[src/rtl/mealy_seq_detector_param.sv]
// -----------------------------------------------------------------------------
// mealy_seq_detector_param
//
// Parametrised Mealy serial pattern detector. It watches a 1-bit qualified
// stream and flags the cycle on which the last bit of PATTERN arrives. The
// pattern is received MSB first. Detection can overlap or not, selected at
// runtime, and a synchronous clear empties the history.
//
// Parameters
//   PAT_LEN  pattern length in bits (1..16)
//   PATTERN  pattern to detect, PAT_LEN bits, MSB received first
//   CNT_W    width of the match counter
//
// Ports
//   clk           rising-edge clock
//   rst           asynchronous reset, active low
//   clr           synchronous clear of history, fill and counter, active high
//   in_valid      in_seq carries a stream bit this cycle
//   in_seq        serial data bit
//   overlap       1 = overlapping detection, 0 = non-overlapping
//   seq_detected  match flag, combinational from the current input bit
//   match_cnt     saturating count of matches
//
// Build option
//   MATCH_CNT_EN  when defined, match_cnt counts matches and saturates at
//                 2**CNT_W-1. When undefined, match_cnt is tied to zero.
// -----------------------------------------------------------------------------
module mealy_seq_detector_param #(
    parameter int                 PAT_LEN = 4,
    parameter logic [PAT_LEN-1:0] PATTERN = 4'b1101,
    parameter int                 CNT_W   = 8
) (
    input  logic             clk,
    input  logic             rst,
    input  logic             clr,
    input  logic             in_valid,
    input  logic             in_seq,
    input  logic             overlap,
    output logic             seq_detected,
    output logic [CNT_W-1:0] match_cnt
);

    // History width. A single-bit pattern needs no history, but a one-bit
    // dummy register keeps the declarations legal.
    localparam int         HW       = (PAT_LEN > 1) ? PAT_LEN - 1 : 1;
    localparam logic [4:0] FILL_MAX = 5'(PAT_LEN - 1);

    localparam logic FILLING = 1'b0;
    localparam logic ARMED   = 1'b1;

    logic [HW-1:0] hist;
    logic [4:0]    fill;
    logic          state;
    logic [HW:0]   window;
    logic          win_match;

    // The state follows directly from the fill level. Storing it separately
    // would only add a second copy of the same information that could disagree.
    assign state  = (fill == FILL_MAX) ? ARMED : FILLING;
    assign window = {hist, in_seq};

    generate
        if (PAT_LEN == 1) begin : g_single
            assign win_match = (in_seq == PATTERN[0]);
        end else begin : g_multi
            assign win_match = (window == PATTERN);
        end
    endgenerate

    // rst is part of the product so the flag drops as soon as reset asserts.
    // It does not wait for the registers to clear.
    assign seq_detected = rst & ~clr & in_valid & (state == ARMED) & win_match;

    // NOTE: sequential state uses non-blocking assignments, so every register
    // samples the values from before the edge and the order of the statements
    // does not matter.
    always_ff @(posedge clk or negedge rst) begin
        if (!rst) begin
            hist <= '0;
            fill <= '0;
        end else if (clr) begin
            hist <= '0;
            fill <= '0;
        end else if (in_valid) begin
            hist <= window[HW-1:0];
            if (seq_detected && !overlap) begin
                // Non-overlapping mode: the next match needs PAT_LEN fresh bits.
                // The contents of hist do not matter once fill is zero.
                fill <= '0;
            end else if (fill != FILL_MAX) begin
                fill <= fill + 5'd1;
            end
        end
    end

`ifdef MATCH_CNT_EN
    localparam logic [CNT_W-1:0] CNT_MAX = '1;

    always_ff @(posedge clk or negedge rst) begin
        if (!rst) begin
            match_cnt <= '0;
        end else if (clr) begin
            match_cnt <= '0;
        end else if (seq_detected && (match_cnt != CNT_MAX)) begin
            match_cnt <= match_cnt + 1'b1;
        end
    end
`else
    assign match_cnt = '0;
`endif

endmodule

[config.mk]
export PLATFORM = sky130hd
export DESIGN_NAME = mealy_seq_detector_param
export DESIGN_NICKNAME = d
export VERILOG_FILES = /design/src/rtl/mealy_seq_detector_param.sv
export SDC_FILE = /design/constraint.sdc
export NUM_CORES = 1
export LEC_CHECK = 0
export CAP_MARGIN = 10
export CORE_MARGIN = 4
export CORE_UTILIZATION = 35
export DETAILED_ROUTE_END_ITERATION = 10
export GPL_ROUTABILITY_DRIVEN = 0
export PLACE_DENSITY = 0.69
export SYNTH_ARGS = -nofsm -noshare
export SYNTH_HDL_FRONTEND = slang
export SYNTH_SLANG_ARGS = --single-unit
[constraint.sdc]
create_clock -name clk -period 2.55 [get_ports clk]
set_input_delay 0.3825 -clock clk [delete_from_list [all_inputs] [get_ports clk]]
set_output_delay 0.3825 -clock clk [all_outputs]
set_load 0.005 [all_outputs]
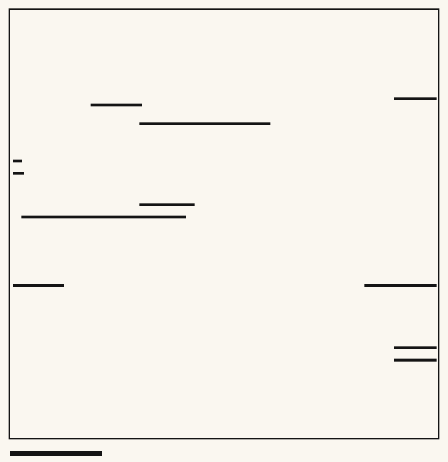
(run_1/m3.png)
The bar under the picture is 10 µm long.
longest straight run = 17.7 µm
share of all routed wire = 7.0%
nets with wire on the layer = 8
main direction = horizontal
wire length on this layer = 70.4 µm

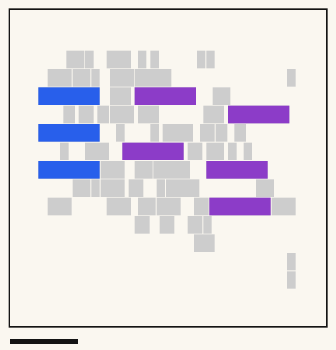
(run_1/ff_map.png)
The bar under the picture is 10 µm long. Other cells in grey.
fill -> purple  # flops 5
hist -> blue  # flops 3

==> results.tsv, run 1 <==
metric	value	unit
CTS HTree Levels	1	
# rows	13	
Pint	214	µW
antenna violations before repair	0	
Final Hold Vio Count	0	
critical path depth	5	
status	complete, no violations	
final setup margin	0.226	ns
largest class	combinational gates	
R2R Path End	fill[1]	
switching power	75.9	µW
Cell Type Count	29	
Commonest flop	dfrtp_1	
Top power group	sequential cells	
DR top layer	met4	
flip-flops	8	
xor/xnor share	0	%
Comb gate area	272	µm²
critical path required time	2.17	ns
GR Layer Usage met3	5.75	%
Iter 0 DRT Violations	5	
Comb. pwr	48.3	µW
max FFs per register	5	
first-pass GRT wire length	1.66	mm
post-CTS sizing	0	
Routed met2 length	488	µm
GRT Util Overall	11.3	%
register bit total from synthesis	8	
n_diodes	0	
ys async rst share	100	%
vias	407	
CP top delay family	simple AND/OR/NAND/NOR gates	
Power Density	472	mW/mm²
share of post-route cells with drive strength above 1	15.6	%
clk sinks	8	
clk pwr	100	µW
root buffer cell	clkbuf_4	
Comb pwr share	16.7	%
setup TNS	0	ns
Seq. pwr	141	µW
Fill cells	138	
number of vias per cell	5.15	
post-synthesis mux area share	6.67	%
core area	0.00135	mm²
Crit-path slowest cell	clkdlybuf4s50_1	
number of enable flip-flop cells	0	
NonClk Buf Share	13.4	%
worst reg2reg startpoint	fill[0]	
post-synthesis sequential area ratio	38.1	%
Setup Buffers After CTS	0	
CP endpoint	seq_detected	
Non-clk bufs	9	
Clk pwr share	34.7	%
max_cap viols	0	
GR Util met1	13.5	%
fin. max-slew vios	0	
CLK BUF	3	
I/O pins	15	
Longest Clk Path Bufs	2	
crit-path cells	ha_1 > nor4b_2 > nand2_1 > nor3_1 > clkdlybuf4s50_1	
fmax	430	MHz
clock skew after layout	0.00167	ns
Seq area share	32.6	%
DIE AREA	0.00219	mm²
Tap Cells	15	
yosys stat cell total	55	
cts hold-fix bufs	0	
buffers and inverters on the worst path	1	
cells on worst reg2reg path	4	
Worst Setup SP	fill[0]	
syn_area_per_cell	9.55	µm²
Latency at later pin	0.26	ns
Pre-Place Util	38.9	%
Buffers on Ports	6	
CP arrival	1.94	ns
Regs by FF count	fill (5), hist (3)	
switch share	26.2	%
slowest stage delay, CP	0.53	ns
Logic Gate Count	39	
AND-OR/OR-AND share of the synthesized area	12.1	%
DIE HEIGHT	46.8	µm
Leakage	0.282	nW
Adder Area Share	2.38	%
fin crit period	2.32	ns
largest net degree at the start of global routing	10	
final wirelength	1.00	mm
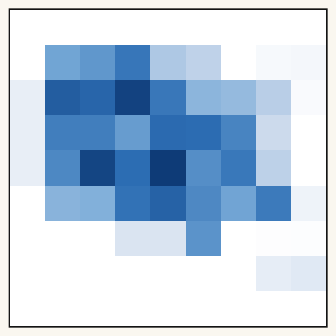
(run_1/util_map.png)
The die is cut into 9 by 9 equal tiles; white is low, dark blue is high, 0 to 100% covered.
tiles over 75% full = 11%
nearly empty tiles = 44%
fullest tile = 96%
mean over tiles = 27%
densest ninth of the die = centre

run 1: cells in the mapped netlist (all sizes together) (2+ instances only):
cell    count  area (µm²)
buf         8        60.1
clkbuf      2        7.51
dfrtp       8         200
inv         5        18.8
mux2i       2        20.0
nand2       2        7.51
nand2b      2        12.5
nand4       3        18.8
nor2        2        7.51
o221ai      2        17.5
run 1: stage by stage:
| step | instances | util (%) | total power, mW | cell area, µm² | hold WS, ns |
|---|---|---|---|---|---|
| final | 79 | 45.5 | 0.290 | 614 | 0.457 |
| after global placement | 76 | 43.4 | 0.190 | 586 | 0.503 |
| after floorplan | 62 | - | 0.180 | 552 | 0.0869 |
| after CTS | 79 | 45.0 | 0.292 | 608 | 0.466 |
| after global routing | 79 | 45.5 | 0.306 | 614 | 0.478 |
| after detailed placement | 76 | 43.4 | 0.191 | 586 | 0.514 |
## Run 2: what changed since run 1
--- a/config.mk
+++ b/config.mk
@@ -6,11 +6,11 @@
 export NUM_CORES = 1
 export LEC_CHECK = 0
 export CAP_MARGIN = 10
-export CORE_MARGIN = 4
-export CORE_UTILIZATION = 35
+export CORE_AREA = 4 4 41 43
 export DETAILED_ROUTE_END_ITERATION = 10
+export DIE_AREA = 0 0 45 47
 export GPL_ROUTABILITY_DRIVEN = 0
-export PLACE_DENSITY = 0.69
+export PLACE_DENSITY = 0.75
 export SYNTH_ARGS = -nofsm -noshare
 export SYNTH_HDL_FRONTEND = slang
 export SYNTH_SLANG_ARGS = --single-unit
==> run 2 against run 1 <==
  * Total power is 0.33% lower
  * Register-to-register slack hardly changed
  * Via count is 3.7% higher
  * Sequential share of layout area is 0.75 points higher
  * Synthesized cell count stayed put
  * Final cell count is 1.3% lower
  * Critical path depth stayed put
==> results.tsv, run 2 <==
metric	value	unit
status	complete, no violations	
first-pass GRT wire length	1.76	mm
critical path depth	5	
DIE AREA	0.00212	mm²
Cell Type Count	29	
Setup Buffers After CTS	0	
yosys stat cell total	55	
Design Area, Final	601	µm²
GR Util met1	16.2	%
ys async rst share	100	%
post-synth top area cell	dfrtp_1	
buffers and inverters on the worst path	1	
Seq pwr share	48.8	%
CP arrival	2.06	ns
CP Launch Type	register	
GR Layer Usage met3	4.60	%
GRT Util Overall	11.9	%
crit-path cells	ha_1 > nor4b_1 > nand2_1 > nor3_1 > clkdlybuf4s50_1	
Fill cells	118	
fin crit period	2.44	ns
fin. max-slew vios	0	
Min Hold Slack	0.427	ns
clock skew after layout	0.00537	ns
switching power	76.3	µW
post-CTS sizing	0	
n_diodes	0	
Total Power	289	µW
Routed met2 length	440	µm
met2 Track Usage GR	15.8	%
Crit-path slowest cell	clkdlybuf4s50_1	
Post-synth top cells	8 x buf_4, 8 x dfrtp_1, 5 x inv_1	
clk pwr	101	µW
Pint	212	µW
Top power group	sequential cells	
Commonest flop	dfrtp_1	
antenna violations before repair	0	
Buffers on Ports	6	
cells on worst reg2reg path	4	
Regs by FF count	fill (5), hist (3)	
switch share	26.4	%
Synth top area share	38.1	%
vias	422	
number of vias per cell	5.41	
clk sinks	8	
# rows	13	
final wirelength	973	µm
Comb pwr share	16.2	%
AND-OR/OR-AND share of the synthesized area	12.1	%
fmax	410	MHz
setup TNS	0	ns
number of enable flip-flop cells	0	
Latency at later pin	0.26	ns
xor/xnor share	0	%
DR top layer	met4	
Clk pwr share	35.0	%
Final Hold Vio Count	0	
syn_area_per_cell	9.55	µm²
critical path required time	2.17	ns
slowest stage delay, CP	0.53	ns
cell area after placement	578	µm²
Worst Setup SP	fill[0]	
synthesis area per yosys	526	µm²
Comb gate area	265	µm²
share of post-route cells with drive strength above 1	12.7	%
Comb. pwr	46.8	µW
Seq. pwr	141	µW
max FFs per register	5	
Iter 0 DRT Violations	14	
R2R Path End	fill[1]	
Adder Area Share	2.38	%
CTS HTree Levels	1	
Leakage	0.275	nW
CP endpoint	seq_detected	
register bit total from synthesis	8	
root buffer cell	clkbuf_4	
I/O pins	15	
CP top delay family	simple AND/OR/NAND/NOR gates	
cts hold-fix bufs	0	
post-synthesis mux area share	6.67	%
post-synthesis sequential area ratio	38.1	%
synth top area cells	dfrtp_1 38%, buf_4 11%, mux2i_1 3.8%, inv_1 3.6%, nand4_1 3.6%	
dpl hpwl	759	µm
worst reg2reg startpoint	fill[0]	
DIE HEIGHT	47	µm
Power Density	481	mW/mm²
largest net degree at the start of global routing	10	
-- run 2: cell counts after synthesis --
No cell type changed its count.
-- run 2: final cells by class --
class                           instances  area share [%]
Timing Repair Buffer                    8            12.5
Clock buffer                            3            3.75
Tap cell                               15            3.13
Multi-Input combinational cell         39            44.2
Sequential cell                         8            33.3
Inverter                                5            3.13
-- run 2: stage by stage --
stage | instances | worst slack [ns] | util, %
detailed placement | 75 | 0.297 | 44.4
global placement | 75 | 0.289 | 44.4
CTS | 78 | 0.129 | 46.2
floorplan | 62 | 0.697 | -
global route | 78 | 0.00953 | 46.2
finish | 78 | 0.111 | 46.2
-- run 2: kinds of logic after synthesis --
family                   after synthesis
flip-flops                             8
AND/OR/NAND/NOR                       19
other                                  1
multiplexers                           3
AND-OR/OR-AND                          8
adder cells (fa/ha/maj)                1
buffers and inverters                 15
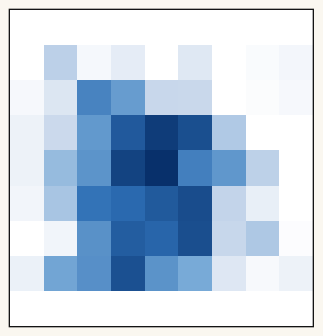
(run_2/util_map.png)
The die is cut into 9 by 9 equal tiles; white is low, dark blue is high, 0 to 100% covered.
tiles over 75% full = 15%
nearly empty tiles = 35%
mean over tiles = 28%
Pre-Place Util: 40.4%
Final Util: 46.2%
core area: 0.00130 mm²

## Run 3: what changed since run 2
--- a/config.mk
+++ b/config.mk
@@ -9,8 +9,9 @@
 export CORE_AREA = 4 4 41 43
 export DETAILED_ROUTE_END_ITERATION = 10
 export DIE_AREA = 0 0 45 47
+export DONT_BUFFER_PORTS = 1
 export GPL_ROUTABILITY_DRIVEN = 0
-export PLACE_DENSITY = 0.75
+export PLACE_DENSITY = 0.61
 export SYNTH_ARGS = -nofsm -noshare
 export SYNTH_HDL_FRONTEND = slang
 export SYNTH_SLANG_ARGS = --single-unit
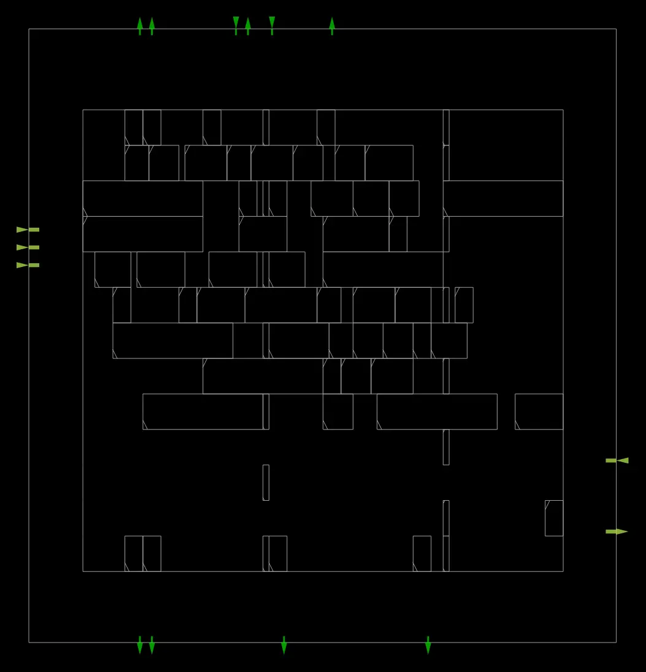
(run_3/placed.png)
Seq area share: 37.4%
# rows: 13
Fill cells: 133
Tap Cells: 15
flip-flops: 8

==> run 3 against run 2 <==
  * Final area is 11% lower
  * Global-route usage is 1.2 points lower
  * Die area stayed put
  * Final cell count is 9.0% lower
  * Non-clock buffer count is 7 lower
  * Clock-buffer cell count stayed put
  * Critical path type is now register to register
  * Largest power group unchanged
==> results.tsv, run 3 <==
metric	value	unit
post-synthesis sequential area ratio	38.1	%
Post-Layout Cell Count	71	
cts hold-fix bufs	1	
GRT Util Overall	10.7	%
max FFs per register	5	
synth top area cells	dfrtp_1 38%, buf_4 11%, mux2i_1 3.8%, inv_1 3.6%, nand4_1 3.6%	
dpl cells	67	
Buffers on Ports	0	
number of vias per cell	5.35	
NonClk Buf Share	1.87	%
DR top layer	met3	
antenna violations before repair	0	
fmax	503	MHz
fin. max-slew vios	0	
Longest Clk Path Bufs	2	
ys async rst share	100	%
Iter 0 DRT Violations	4	
Comb/total area	49.5	%
Final Util	41.2	%
max_cap viols	0	
Commonest flop	dfrtp_1	
buffers and inverters on the worst path	0	
Cell Type Count	29	
DIE HEIGHT	47	µm
Final Hold Vio Count	0	
Min Hold Slack	0.189	ns
Post-synth top cells	8 x buf_4, 8 x dfrtp_1, 5 x inv_1	
post-CTS sizing	0	
slowest stage delay, CP	0.51	ns
Placement Setup Slack	0.585	ns
DIE AREA	0.00212	mm²
Total Power	274	µW
cells on worst reg2reg path	4	
Latency at later pin	0.26	ns
Design Area, Final	536	µm²
status	complete, no violations	
critical path depth	4	
Pre-Place Util	40.4	%
synthesis area per yosys	526	µm²
GR Layer Usage met3	7.66	%
cell area after placement	503	µm²
crit-path cells	ha_1 > or4b_4 > a221o_1 > mux2_4	
Non-clk bufs	1	
largest net degree at the start of global routing	11	
clock skew after layout	0.0114	ns
fin crit period	1.99	ns
post-synth top area cell	dfrtp_1	
I/O pins	15	
R2R Path End	fill[1]	
setup TNS	0	ns
Setup Buffers After CTS	0	
CLK BUF	3	
run 3: cell counts after synthesis:
Identical to the previous run, type by type.
run 3: cells by family after synthesis:
family | share of synthesized area, %
multiplexers | 6.67
other | 0.714
adder cells (fa/ha/maj) | 2.38
flip-flops | 38.1
buffers and inverters | 16.4
AND/OR/NAND/NOR | 23.6
AND-OR/OR-AND | 12.1
run 3: where the power goes:
part / internal [mW] / total, mW / leakage, nW / switching, mW
registers: 0.134 / 0.141 / 0.109 / 0.00619
clock network: 0.0539 / 0.0981 / 0.0138 / 0.0441
logic: 0.0169 / 0.0352 / 0.124 / 0.0183
run 3: worst register-to-register path: stages (launching register included):
cell and delay, ns:
dfrtp_1 0.36, ha_1 0.23, or4b_4 0.51, a221o_1 0.44, mux2_4 0.32

==> layout pictures side by side <==
Placed cells, one colour a class.
Plate I
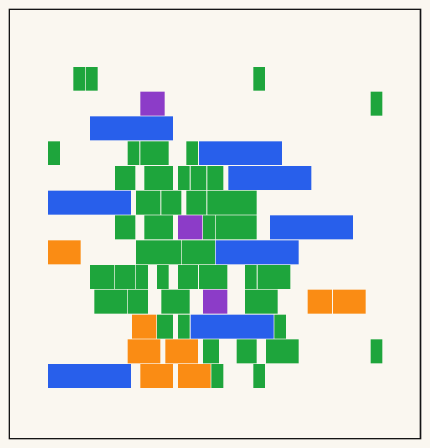
Plate II
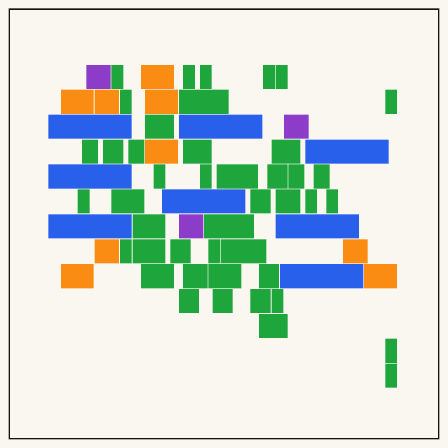
Plate III
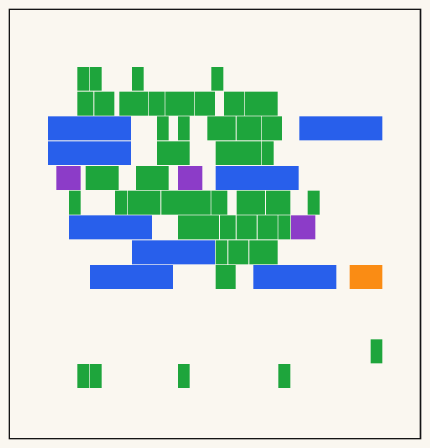
- run 3 = Plate III
- run 2 = Plate I
- run 1 = Plate II

Power is estimated from default activity; no workload was simulated.
